Figure 1. Wire density map (run 1).
The die is cut into 13 by 13 equal tiles; black is low, pale yellow is high, scaled to the fullest tile. Values are wire area over tile area, all layers added.
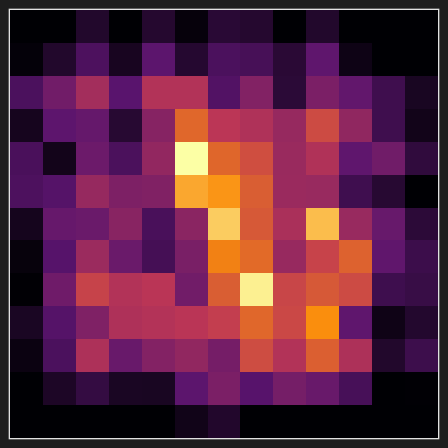
Figure 2. Routed metal, one color a layer (run 1).
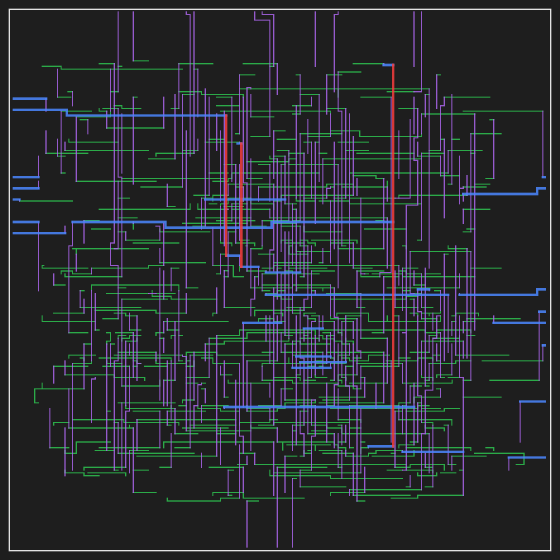
Figure 3. The metal 1 layer (run 1).
Supply wires on this layer in gray.
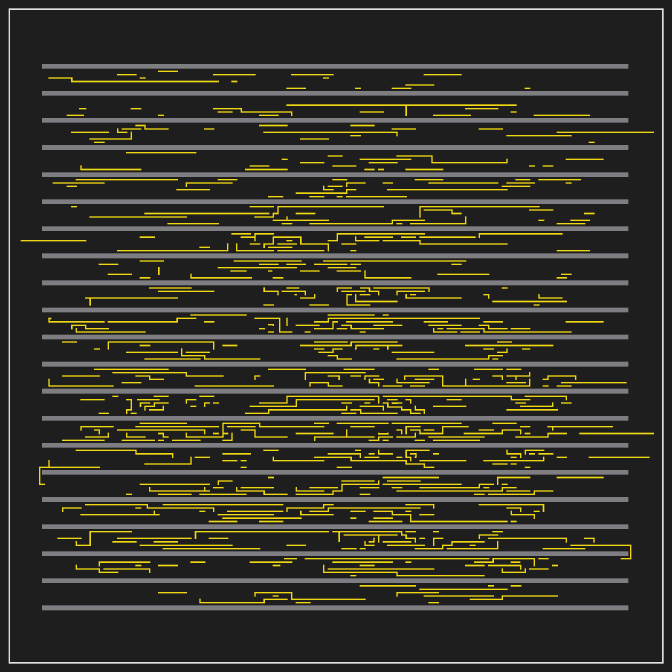
Figure 4. Cell placement (run 1).
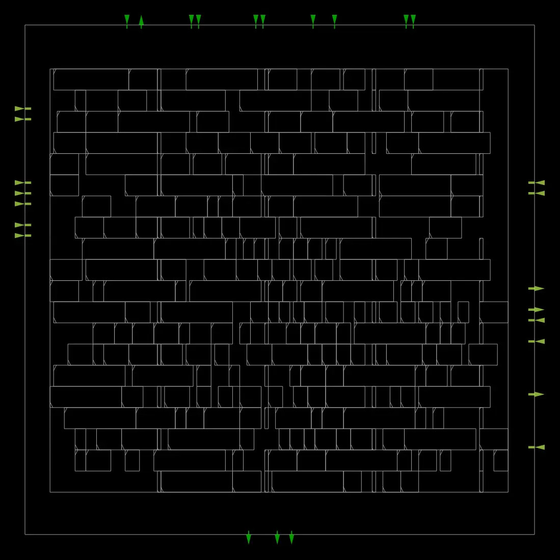
--- src/rtl/hc595_chain_driver.sv ---
// hc595_chain_driver
//
// Sequencer for a cascade of N_CHIPS 74HC595-style shift/storage registers.
// A parallel frame captured on an accepted start_i is shifted out MSB-first on
// si_o/sck_o and then transferred to the storage outputs with an rck_o pulse.
// A clr_req_i clears the shift chain through sclr_n_o and then latches the zeros.
// Every sck/rck/sclr phase lasts CLK_DIV clock cycles.
//
// Ports:
//   clk_i      system clock, rising edge
//   rst_n      asynchronous active-low reset
//   start_i    one-cycle send request, ignored while busy
//   data_i     frame to send (W = 8*N_CHIPS bits), captured on acceptance
//   clr_req_i  one-cycle clear request, wins over a simultaneous start_i
//   oe_i       output enable request; g_n_o = ~oe_i one cycle later
//   busy_o     sequence in progress
//   done_o     one-cycle pulse when a frame or clear completes
//   si_o       serial data to the first stage
//   sck_o      shift clock
//   rck_o      storage latch clock
//   sclr_n_o   shift-register clear, active low
//   g_n_o      output enable, active low

module hc595_chain_driver #(
    parameter int unsigned N_CHIPS = 2,
    parameter int unsigned CLK_DIV = 4
) (
    input  logic                   clk_i,
    input  logic                   rst_n,
    input  logic                   start_i,
    input  logic [8*N_CHIPS-1:0]   data_i,
    input  logic                   clr_req_i,
    input  logic                   oe_i,
    output logic                   busy_o,
    output logic                   done_o,
    output logic                   si_o,
    output logic                   sck_o,
    output logic                   rck_o,
    output logic                   sclr_n_o,
    output logic                   g_n_o
);

    localparam int unsigned W    = 8 * N_CHIPS;
    localparam int unsigned BitW = $clog2(W);

    localparam logic [7:0]      PhaseLast = 8'(CLK_DIV - 1);
    localparam logic [BitW-1:0] BitTop    = BitW'(W - 1);

    typedef enum logic [2:0] {
        StIdle,
        StShiftLo,
        StShiftHi,
        StLatchHi,
        StLatchLo,
        StClear,
        StDone
    } state_e;

    state_e          state_q;
    logic [7:0]      phase_q;
    logic [BitW-1:0] bit_q;
    logic [W-1:0]    buf_q;

    logic busy_q, done_q, si_q, sck_q, rck_q, sclr_n_q, g_n_q;

    logic phase_end;
    assign phase_end = (phase_q == PhaseLast);

    // Pin outputs are decoded from the current state and registered, so they
    // follow the state by one cycle and never glitch.
    always_ff @(posedge clk_i or negedge rst_n) begin
        if (!rst_n) begin
            state_q  <= StIdle;
            phase_q  <= '0;
            bit_q    <= '0;
            buf_q    <= '0;
            busy_q   <= 1'b0;
            done_q   <= 1'b0;
            si_q     <= 1'b0;
            sck_q    <= 1'b0;
            rck_q    <= 1'b0;
            sclr_n_q <= 1'b0;
            g_n_q    <= 1'b1;
        end else begin
            g_n_q <= ~oe_i;

            unique case (state_q)
                StIdle: begin
                    busy_q   <= 1'b0;
                    done_q   <= 1'b0;
                    si_q     <= 1'b0;
                    sck_q    <= 1'b0;
                    rck_q    <= 1'b0;
                    sclr_n_q <= 1'b1;
                    phase_q  <= '0;
                    // done_q high marks the externally visible DONE cycle;
                    // requests seen there are dropped.
                    if (!done_q) begin
                        if (clr_req_i) begin
                            state_q <= StClear;
                        end else if (start_i) begin
                            buf_q   <= data_i;
                            bit_q   <= BitTop;
                            state_q <= StShiftLo;
                        end
                    end
                end

                StShiftLo: begin
                    busy_q   <= 1'b1;
                    done_q   <= 1'b0;
                    si_q     <= buf_q[bit_q];
                    sck_q    <= 1'b0;
                    rck_q    <= 1'b0;
                    sclr_n_q <= 1'b1;
                    if (phase_end) begin
                        phase_q <= '0;
                        state_q <= StShiftHi;
                    end else begin
                        phase_q <= phase_q + 8'd1;
                    end
                end

                StShiftHi: begin
                    busy_q   <= 1'b1;
                    sck_q    <= 1'b1;
                    sclr_n_q <= 1'b1;
                    if (phase_end) begin
                        phase_q <= '0;
                        if (bit_q != '0) begin
                            bit_q   <= bit_q - BitW'(1);
                            state_q <= StShiftLo;
                        end else begin
                            state_q <= StLatchHi;
                        end
                    end else begin
                        phase_q <= phase_q + 8'd1;
                    end
                end

                StLatchHi: begin
                    busy_q   <= 1'b1;
                    sck_q    <= 1'b0;
                    rck_q    <= 1'b1;
                    sclr_n_q <= 1'b1;
                    if (phase_end) begin
                        phase_q <= '0;
                        state_q <= StLatchLo;
                    end else begin
                        phase_q <= phase_q + 8'd1;
                    end
                end

                StLatchLo: begin
                    busy_q   <= 1'b1;
                    rck_q    <= 1'b0;
                    sclr_n_q <= 1'b1;
                    if (phase_end) begin
                        phase_q <= '0;
                        state_q <= StDone;
                    end else begin
                        phase_q <= phase_q + 8'd1;
                    end
                end

                StClear: begin
                    busy_q   <= 1'b1;
                    done_q   <= 1'b0;
                    si_q     <= 1'b0;
                    sck_q    <= 1'b0;
                    rck_q    <= 1'b0;
                    sclr_n_q <= 1'b0;
                    if (phase_end) begin
                        phase_q <= '0;
                        state_q <= StLatchHi;
                    end else begin
                        phase_q <= phase_q + 8'd1;
                    end
                end

                StDone: begin
                    busy_q   <= 1'b0;
                    done_q   <= 1'b1;
                    si_q     <= 1'b0;
                    sck_q    <= 1'b0;
                    rck_q    <= 1'b0;
                    sclr_n_q <= 1'b1;
                    phase_q  <= '0;
                    state_q  <= StIdle;
                end

                default: begin
                    state_q <= StIdle;
                end
            endcase
        end
    end

    assign busy_o   = busy_q;
    assign done_o   = done_q;
    assign si_o     = si_q;
    assign sck_o    = sck_q;
    assign rck_o    = rck_q;
    assign sclr_n_o = sclr_n_q;
    assign g_n_o    = g_n_q;

endmodule

--- config.mk ---
export PLATFORM = sky130hd
export DESIGN_NAME = hc595_chain_driver
export DESIGN_NICKNAME = d
export VERILOG_FILES = /design/src/rtl/hc595_chain_driver.sv
export SDC_FILE = /design/constraint.sdc
export NUM_CORES = 1
export LEC_CHECK = 0
export CAP_MARGIN = 20
export CORE_MARGIN = 3
export CORE_UTILIZATION = 59
export CTS_CLUSTER_DIAMETER = 150
export DETAILED_ROUTE_END_ITERATION = 7
export PLACE_DENSITY_LB_ADDON = 0.2
export SYNTH_ARGS = -nofsm -noshare
export SYNTH_HDL_FRONTEND = slang
export SYNTH_SLANG_ARGS = --single-unit
--- constraint.sdc ---
create_clock -name clk_i -period 3.33 [get_ports clk_i]
set_input_delay 0.4995 -clock clk_i [delete_from_list [all_inputs] [get_ports clk_i]]
set_output_delay 0.4995 -clock clk_i [all_outputs]
set_load 0.005 [all_outputs]
==> results.yml, run 1 <==
# synthesis and place-and-route metrics
routing:
  initialDrtViolationCount: 147
  drc: 0
  ant_nets: 0
  avgViaCountPerCell: 5.97
  drt_pass1_iterations: 4
worst_setup_path:
  endpoint_kind: "flop"
  arrival_ns: 2.68
  crit_path_max_fanout: 25
  rr_endpoint: "phase_q[7]"
  reg2reg_slack_ns: 0.89
  rr_worst_depth: 6
  crit_start: "state_q[1]"
  critical_path_class: "flop to flop"
  cp-endpoint: "phase_q[7]"
  required_ns: 3.57
  start_kind: "flop"
  reg2reg_from: "state_q[1]"
sta:
  rsz0062_at_grt: "no"
  fin_tns_setup_ns: 0
  period_minus_slack_ns: 2.44
  fmax_mhz: 410
  tightest_slew_ns: 0.912
  drv_slew: 0
  period_used_pct: 73.2
  finalSetupViolCount: 0
  whs_ns: 0.225
  hold_violations: 0
  fin_worst_skew_ns: 0.0118
  timing.max_slew.rel_slack_pct: 39.0
yosys:
  syn-num-nets: 227
  synth_area_um2: 2090
  syn-instance-count: 200
  fa_ha_area_share_pct: 3.59
  synthMuxAreaShare_pct: 14.4
  ys_async_sr_fraction_pct: 100
  avgSynthCellArea_um2: 10.4
  logic_family: "simple AND/OR/NAND/NOR gates"
  topCellsByArea: "dfrtp_1 (44%), mux2_2 (9.7%), ha_1 (3.6%), mux4_2 (3.2%), nor2_1 (3.1%)"
  ys_top_cells_by_count: "dfrtp_1 (37), mux2_2 (18), nor2_1 (17), a21oi_1 (12), nand2_1 (12)"
  synth_chip_area_um2: 2090
  ys_cells: 200
  edf_count: 0
  ys_types: 45
  synth.most_common_cell: "dfrtp_1"
  yosysWarnings: 0
  ys_sh_aoi_pct: 13.6
  xor_area_share_pct: 2.52
  yosys.area_share.simple_pct: 15.9
  top_area_share_pct: 44.3
  ys_seq_share_pct: 45.6
  top_area_cell: "dfrtp_1"
  flop_cell: "dfrtp_1"
  ys.flops: 38
power_and_ir_drop:
  p_clk_w: 0.000299
  peakVddDrop_mv: 0.543
  p_switching_w: 0.000736
  top_power_group: "sequential cells"
  p_per_area_nw_per_um2: 796
  p_comb_share_pct: 40.7
  intPower_w: 0.00120
  seq_cell_power_w: 0.000847
  clockPowerShare_pct: 15.5
  p_leak_nw: 1.08
  p_comb_w: 0.000786
  p_sw_share_pct: 38.1
  power_frac_seq_pct: 43.8
floorplan:
  die-width_um: 65.5
  initial_core_util_pct: 65.2
  die_area_um2: 4290
  io-pin-count: 28
  die.size.y_um: 65.5
  fp.coreArea_um2: 3200
cts:
  htree_num_levels: 2
  clock-sinks: 38
  cts_root_buf: "clkbuf_4"
  cts.clk_slew.worst_paths_ns: 0.11
  clkLatencyLatePin_ns: 0.36
  cts_buffers: 5
  cts_resized: 0
  cts_tree: "yes"
  postCtsHoldBufs: 0
  cts.path.max_buffers: 2
  cts_setup_buffers: 0
global_routing:
  grt_antenna_before_repair: 0
  grt_pass1_vias: 1611
  grt_max_degree: 39
  grt_overflow_total: 0
  grt_pass1_wl_um: 7390
cells_and_area:
  layout_top_cells: "dfrtp_1 (37), clkdlybuf4s50_1 (26), mux2_2 (18), nor2_1 (17)"
  drive_gt1_share_pct: 16.1
  fin_nets: 249
  diodes: 0
  syn_to_final_growth_pct: 16.2
  mostFrequentLayoutCell: "dfrtp_1"
placement:
  place.gp.congestion: 0.835
  io_buffers: 27
  detailed_place_hpwl_um: 2990
job:
  warnings: 29
  cap_violations: 0
hold_path:
  min_path_type: "input pin to async pin"
outcome:
  status: "finished, final reports clean"
About Figure 1:
densest ninth of the die: center
fullest tile: 0.56
mean over tiles: 0.16
GRT Total Usage: 22.7%
final wirelength: 4230 um
wire per inst: 15.8 um

About Figure 2:
[purple] met2 | wire length: 2100 um
[red] met4 | wire length: 78.2 um
[green] met1 | wire length: 1830 um
[blue] met3 | wire length: 220 um
vias post-DR: 1595

About Figure 3:
share of all routed wire: 43%
main direction: horizontal
wire length on this layer: 1830 um
M1 GR Usage: 29.2%

About Figure 4:
fin cells: 267
Cell Rows: 20
Seq cells: 38
# fillers: 240
Finished Core Util: 75.8%

==> run 1: logic make-up (layout without fill, tap and decap cells) <==
| logic type | Yosys count | in the layout |
|---|---|---|
| fa+ha+maj | 6 | 6 |
| buf+inv | 20 | 43 |
| flops | 38 | 38 |
| xor+xnor | 6 | 6 |
| mux | 24 | 24 |
| simple gates | 61 | 61 |
| compound gates | 45 | 45 |
==> run 1: flip-flops by register name, summed over array words and instances, names as in the netlist <==
register,count
si_o,1
sclr_n_o,1
state_q,3
g_n_o,1
phase_q,8
sck_o,1
rck_o,1
busy_o,1
done_o,1
buf_q,16
bit_q,4
==> run 1: layout make-up <==
cell class / instances / area [um^2]
clock buffers: 8 / 78.8
fillers: 240 / 776
inverters: 8 / 30.0
multi-input cells: 142 / 1050
flip-flops and latches: 38 / 952
well taps: 44 / 55.1
repair buffers: 27 / 265
==> run 1: routing by layer <==
metal  GRT usage, %  share of wire, %  vias to the layer above
met1           29.2                43                      777
met2           36.7                50                       46
met5              0                 0                        -
met4           10.4               1.8                        0
li1               -                 -                      765
met3           4.96               5.2                        7
==> run 1: per-stage QoR <==
step	instance area [um^2]	worst slack (ns)	power (W)	cells
after floorplan	2090	1.51	0.00141	200
after global placement	2350	1.01	0.00157	259
after detailed placement	2350	0.922	0.00163	259
after CTS	2430	0.946	0.00193	267
after global routing	2430	0.702	0.00208	267
final	2430	0.893	0.00193	267
==> run 1: worst max-delay path, stage by stage (launching register included) <==
cell       delay [ns]
dfrtp_1          0.84
inv_1            0.26
ha_1             0.39
o21bai_1         0.28
o2111ai_1        0.32
xor2_1           0.17
nor2_1           0.05
Figure 5. Placement by cell class (run 1).
Scale bar: 20 um. Fill, decap, tap and diode cells in gray.
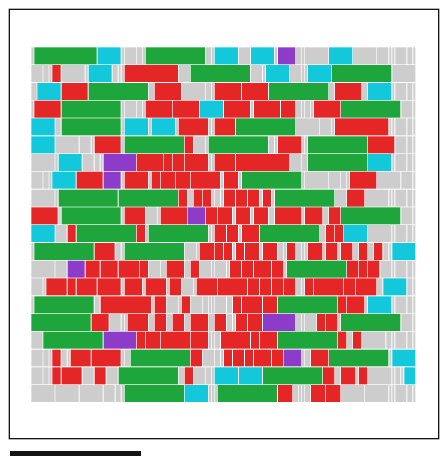

==> run 2, diff against run 1 <==
Settings changed: CORE_UTILIZATION 59 to 49.
Clock period 3.33 ns to 1.97 ns, I/O delays scaled along.
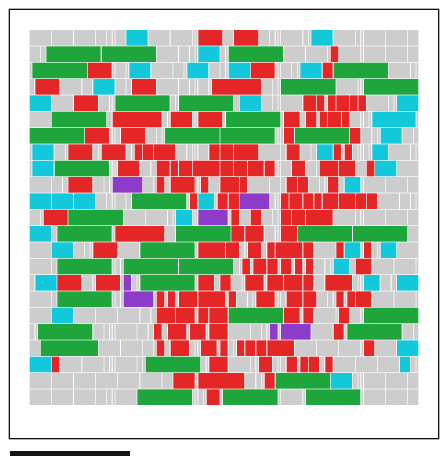
Figure 6: run 2, placement by cell class.
Scale bar: 20 um. Fill, decap, tap and diode cells in gray.
[cyan] other buffers and delay cells | cells: 37 | share of their area: 14%
[green] flops | cells: 38 | share of their area: 39%
[red] all other logic | cells: 150 | share of their area: 44%
[purple] clock drivers and dummy loads | cells: 7 | share of their area: 3.1%
Finished Core Util: 62.1%
Cell Rows: 23
core area: 4060 um^2
post-layout instance area: 2520 um^2
Seq area share: 37.8%

==> results.yml, run 2 <==
# synthesis and place-and-route metrics
global_routing:
  grt_pass1_wl_um: 7580
  grt_pass1_vias: 1663
  grt_overflow_total: 0
  grt_max_degree: 39
  grt_antenna_before_repair: 0
  grt_usage_pct: 18.7
worst_setup_path:
  reg2reg_from: "bit_q[0]"
  crit_start: "bit_q[0]"
  cp.depth: 6
  required_ns: 2.15
  path_delay_family: "simple AND/OR/NAND/NOR gates"
  worstPathCellList: "inv_1 > ha_1 > or3b_1 > a21o_1 > nand4_1 > mux2_2"
  cp-endpoint: "bit_q[3]"
  path_buffers: 1
  slowest_stage: "dfrtp_1"
  rr_endpoint: "bit_q[3]"
  arrival_ns: 1.99
  reg2reg_slack_ns: 0.15
  critical_path_class: "flop to flop"
  start_kind: "flop"
  crit_path_max_fanout: 4
  critical_path.max_stage_delay_ns: 0.38
  rr_worst_depth: 6
  endpoint_kind: "flop"
floorplan:
  die-width_um: 71.3
  die.size.y_um: 71.3
  initial_core_util_pct: 51.5
  io-pin-count: 28
  die_area_um2: 5080
routing:
  drc: 0
  avgRoutedWirePerCell_um: 15.1
  drt_pass1_iterations: 4
  avgViaCountPerCell: 5.58
  ant_nets: 0
  routed_wl_um: 4270
  dr_total_vias: 1573
  initialDrtViolationCount: 86
yosys:
  avgSynthCellArea_um2: 10.4
  ys_async_sr_fraction_pct: 100
  ys_types: 45
  flop_cell: "dfrtp_1"
  ys_top_cells_by_count: "dfrtp_1 (37), mux2_2 (18), nor2_1 (17), a21oi_1 (12), nand2_1 (12)"
  ys.flops: 38
  syn-num-nets: 227
  topCellsByArea: "dfrtp_1 (44%), mux2_2 (9.7%), ha_1 (3.6%), mux4_2 (3.2%), nor2_1 (3.1%)"
  synth_area_um2: 2090
  ys_cells: 200
  top_area_share_pct: 44.3
  syn-instance-count: 200
  ys_seq_share_pct: 45.6
  synth.most_common_cell: "dfrtp_1"
  synth_chip_area_um2: 2090
  yosysWarnings: 0
  top_area_cell: "dfrtp_1"
  edf_count: 0
sta:
  tightest_slew_ns: 0.848
  timing.max_slew.rel_slack_pct: 43.5
  rsz0062_at_grt: "no"
  fmax_mhz: 551
  whs_ns: 0.103
  period_minus_slack_ns: 1.82
  hold_violations: 0
  finalSetupViolCount: 0
  fin_worst_skew_ns: 0.00805
  period_used_pct: 92.2
  fin_tns_setup_ns: 0
  drv_slew: 0
cells_and_area:
  fin_nets: 259
  combGateArea_um2: 1050
  regMostFlops: "buf_q"
  drive_gt1_share_pct: 18.5
  mostFrequentLayoutCell: "dfrtp_1"
  nFillCells: 351
  final-seq-area_um2: 952
  syn_to_final_growth_pct: 20.7
  largest_reg_flops: 16
  diodes: 0
  layout_top_cells: "dfrtp_1 (37), clkdlybuf4s50_1 (26), mux2_2 (18), nor2_1 (17)"
  top_regs: "buf_q x16, phase_q x8, bit_q x4"
cts:
  cts.path.max_buffers: 2
  clock-sinks: 38
  htree_num_levels: 2
  cts_buffers: 5
  cts_setup_buffers: 0
  cts_tree: "yes"
  clkLatencyLatePin_ns: 0.29
  cts.clk_slew.worst_paths_ns: 0.07
  cts_root_buf: "clkbuf_8"
  postCtsHoldBufs: 0
  cts_resized: 0
job:
  warnings: 29
  cap_violations: 0
power_and_ir_drop:
  p_per_area_nw_per_um2: 1330
  peakVddDrop_mv: 0.653
  p_leak_nw: 1.13
placement:
  place.gp.congestion: 0.867
  io_buffers: 27
  detailed_place_hpwl_um: 3110
  placed_area_um2: 2440
outcome:
  status: "finished, final reports clean"
hold_path:
  min_path_type: "input pin to async pin"
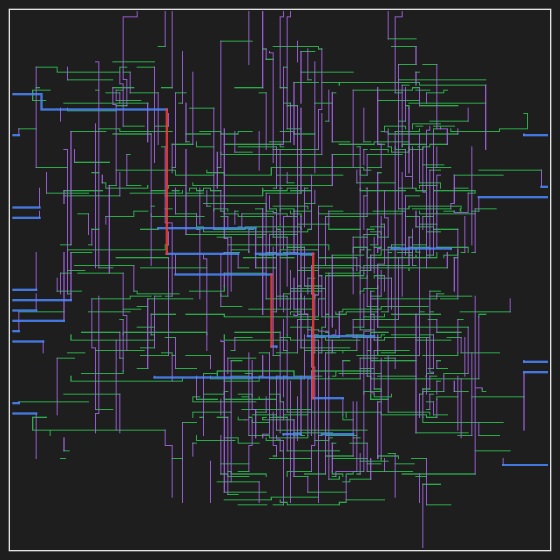
Figure 7: run 2, routed metal, one color a layer.
[blue] met3 | wire length: 174 um
[green] met1 | wire length: 1900 um
[red] met4 | wire length: 47.6 um
[purple] met2 | wire length: 2150 um

run 2: cell counts after synthesis:
Identical to the previous run, type by type.
run 2: routing by layer:
| metal | GRT usage (%) | wire [um] | vias up |
|---|---|---|---|
| li1 | - | - | 778 |
| met1 | 23.4 | 1900 | 753 |
| met2 | 31.6 | 2150 | 35 |
| met3 | 4.21 | 174 | 7 |
| met4 | 6.89 | 47 | 0 |
| met5 | 0 | 0 | - |
run 2: power breakdown:
| part | switching, W | internal (W) |
|---|---|---|
| Combinational | 0.000760 | 0.000784 |
| Sequential | 0.000217 | 0.00108 |
| Clock | 0.000266 | 0.000244 |
| Total | 0.00124 | 0.00211 |
run 2: worst reg2reg max path, stage by stage, from the launching register on:
cell     delay [ns]
dfrtp_1        0.38
inv_1          0.11
ha_1           0.16
or3b_1         0.38
a21o_1         0.23
nand4_1        0.11
mux2_2         0.34
run 2: area by class of cell:
class | instances | share of cell area [%]
tap | 50 | 2.48
clock buffer | 7 | 3.03
timing repair buffer | 37 | 14.0
multi-input combinational | 142 | 41.5
inverter | 8 | 1.19
sequential | 38 | 37.8
run 2: stage by stage:
stage / power (W) / utilization [%] / worst slack, ns / std cells
2_1_floorplan: 0.00238 / - / 0.146 / 200
3_3_place_gp: 0.00278 / 60.2 / 0.0720 / 275
3_5_place_dp: 0.00286 / 60.2 / 0.0756 / 275
4_1_cts: 0.00337 / 62.1 / 0.163 / 282
5_1_grt: 0.00364 / 62.1 / 0.0258 / 282
6_report: 0.00336 / 62.1 / 0.154 / 282
run 2: kinds of logic after synthesis:
| group | synth area share [%] |
|---|---|
| AOI/OAI and AO/OA | 13.6 |
| adders and majority gates | 3.59 |
| and+or+nand+nor | 15.9 |
| muxes | 14.4 |
| buffers and inverters | 4.31 |
| DFF | 45.6 |
| xor gates and xnor gates | 2.52 |
Power is estimated from default activity; no workload was simulated.
